==> config.mk <==
export PLATFORM = sky130hd
export DESIGN_NAME = spi_target_regif
export DESIGN_NICKNAME = d
export VERILOG_FILES = /design/src/rtl/spi_pkg.sv /design/src/rtl/spi_sync_edge.sv /design/src/rtl/spi_target_regif.sv
export SDC_FILE = /design/constraint.sdc
export NUM_CORES = 1
export LEC_CHECK = 0
export CELL_PAD_IN_SITES_DETAIL_PLACEMENT = 1
export CELL_PAD_IN_SITES_GLOBAL_PLACEMENT = 1
export CORE_ASPECT_RATIO = 1.1
export CORE_UTILIZATION = 45
export DETAILED_ROUTE_END_ITERATION = 12
export GPL_TIMING_DRIVEN = 0
export PLACE_DENSITY_LB_ADDON = 0.1
export SYNTH_ARGS = -nofsm -noshare
export SYNTH_HDL_FRONTEND = slang
export SYNTH_SLANG_ARGS = --single-unit
==> constraint.sdc <==
create_clock -name i_sys_clock -period 3.75 [get_ports i_sys_clock]
set_clock_uncertainty 0.1 [all_clocks]
set_input_delay 0.75 -clock i_sys_clock [delete_from_list [all_inputs] [get_ports i_sys_clock]]
set_output_delay 0.75 -clock i_sys_clock [all_outputs]
set_load 0.01 [all_outputs]
**Zoomed window**

Window x 48 to 68, y 54 to 74 µm. Cells in grey, sequential cells in the stronger grey; small squares are vias.
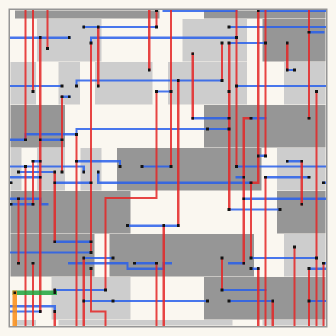
| colour | layer |
|---|---|
| orange | M4 |
| blue | M1 |
| green | M3 |
| red | M2 |
cells with their middle in the window: 18
most frequent: dfrtp_1 (6), mux2_2 (5), nand2_1 (3)
sequential cells in the window: 6

**I/O pins on the die edge**

Scale bar: 20 µm. Pins as bars across the die edge, other pins in grey.
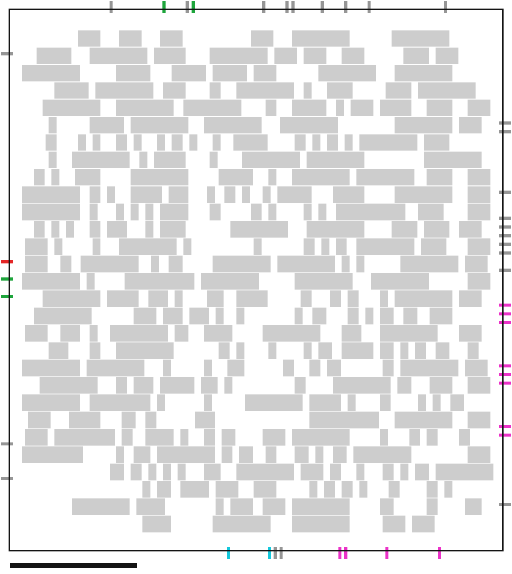
| colour | port | pins | direction | edge |
|---|---|---|---|---|
| magenta | i_rd_data | 12 | input | 8 right, 4 bottom |
| cyan | o_state | 2 | output | bottom |
| green | o_wr_addr | 4 | output | 2 top, 2 left |
| red | o_wr_en | 1 | output | left |
all pins by edge: 18 right, 11 top, 8 bottom, 6 left
Die Y: 84.72 µm
Buffers on Ports: 42
Die X: 77.20 µm

**Placement view**

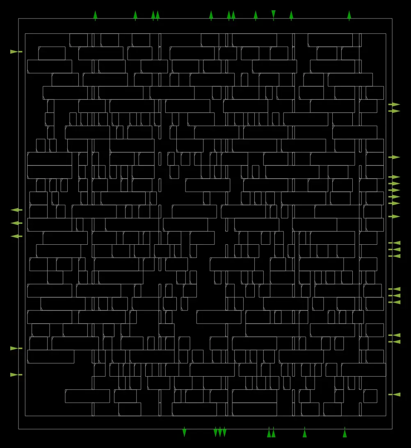
total core area: 0.005878 mm²
num rows: 29
tap cells: 77
FF+latch count: 67
post-route insts no fill: 383

**Cell density map**

8 x 8 tiles, from white (low) to dark blue (high), 0 to 100% covered.
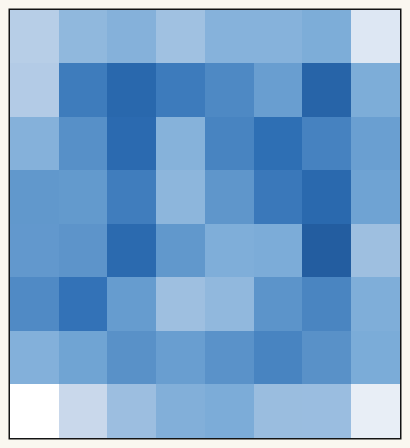
nearly empty tiles: 1.6%
fullest tile: 82%
mean over tiles: 53%
tiles over 75% full: 9.4%
Initial Util: 47.62%
final core occ: 60.62%

**Cell sizes after repair**

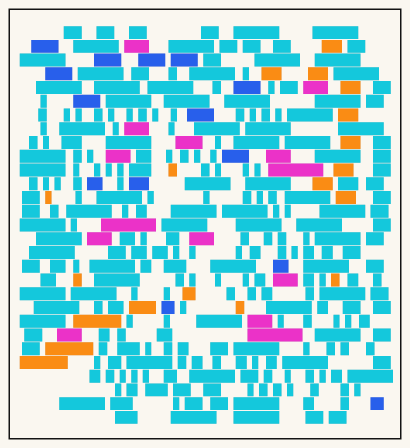
| colour | size | cells |
|---|---|---|
| orange | x2 | 19 |
| blue | x3 and x4 | 14 |
| magenta | x6 and larger | 14 |
| cyan | x1 and smaller | 259 |
number of non-clock buffers: 54
worst setup margin: 1.399 ns
post-route cell area: 0.003563 mm²
synth-to-layout area growth: 27.31%

==> metrics.cfg <==
[hold_path]
holdCritPathClass=register to register

[setup_path]
critPathKind=register to register
path_cells=inv_1 -> ha_1 -> nand2_1 -> nor4b_2 -> clkbuf_1 -> o21ai_0

[final_timing]
worst_pin_slew_ns=0.8411
max_freq_mhz=425.3
slew_viol_final=0
fin_crit_ns=2.351
rsz0062_at_grt=false
slew-limit-headroom_pct=43.92

[pwr]
total_leakage_power_nw=1.562
power.internal_mw=1.274
p_clk_mw=0.746
p_per_area_mw_per_mm2=477.9
power-top-group=registers

[yosys]
topCellsByArea=dfrtp_1 57%, nand2_1 6.8%, mux2_4 4.8%
ys_cells=248
fp_nets=271
synth.distinct_cells=38
synth.top_cell.area_share_pct=57.22

[run_status]
status=finished clean

[place]
place_congestion=0.7964

[clock_network]
cts_sinks=67
cts_resized=0

[finish]
final_common_cell=dfrtp_1
layout_top_cells=64 x dfrtp_1, 51 x nand2_1, 41 x clkdlybuf4s50_1, 26 x a21oi_1, 15 x o21ai_0
drive_above_1_share_pct=15.36

[global_routing]
grt_start_max_net_pins=68
track_usage_pct=21.90

[route]
drt_first_pass_iters=4
wire_per_inst_um=16.53
vias_per_cell=5.175
drt_iter0_drc=126

-- per-stage QoR --
stage                     worst slack, ns  util [%]  setup TNS (ns)  area [µm²]  cells
after detailed placement            1.399     56.36               0        3313    367
final                               1.399     60.62               0        3563    383
after floorplan                     1.859         -               0        2799    248
after global routing                1.171     60.62               0        3563    383
after CTS                           1.352     60.62               0        3563    383
after global placement            -0.3702     56.41          -23.49        3316    367
-- area by class of cell --
| cell class | count | area (µm²) | share of cell area (%) |
|---|---|---|---|
| Inverter | 6 | 22.52 | 0.6320 |
| Multi-Input combinational cell | 163 | 1032 | 28.97 |
| Clock buffer | 10 | 137.6 | 3.862 |
| Buffer | 12 | 63.81 | 1.791 |
| Timing Repair Buffer | 42 | 417.9 | 11.73 |
| Tap cell | 77 | 96.34 | 2.704 |
| Clock inverter | 6 | 112.6 | 3.160 |
| Sequential cell | 67 | 1680 | 47.16 |
-- synth_stat cells (all sizes together) --
master   instances
xnor2            1
nand4            2
o22a             2
clkbuf           8
and4b            1
nand2           52
nor4b            2
nor2b            8
nand3            1
a211oi           2
nand4b           1
ha               6
nand4bb          1
nor2             8
and3             2
o22ai            6
inv              6
nor3             1
xor2             2
dfrtp           64
and2             2
dfstp            3
a21boi           1
nand2b           1
or4bb            1
o21ai           15
a21oi           26
buf              4
and3b            1
mux2            18
-- metal layers --
layer	wire length, µm	global-route usage (%)	vias up
met5	0	0	-
met4	92	9.262	0
met3	165	4.783	9
met2	3160	35.00	36
met1	2912	28.84	988
li1	-	-	949
-- kinds of logic after synthesis --
family / Yosys count / share of synthesized area, %
AND/OR/NAND/NOR: 84 / 14.71
flip-flops: 67 / 60.04
AND-OR/OR-AND: 52 / 10.10
buffers and inverters: 18 / 3.084
multiplexers: 18 / 8.449
adder cells (fa/ha/maj): 6 / 2.682
XOR/XNOR: 3 / 0.9389
Power and IR drop assume default switching activity.
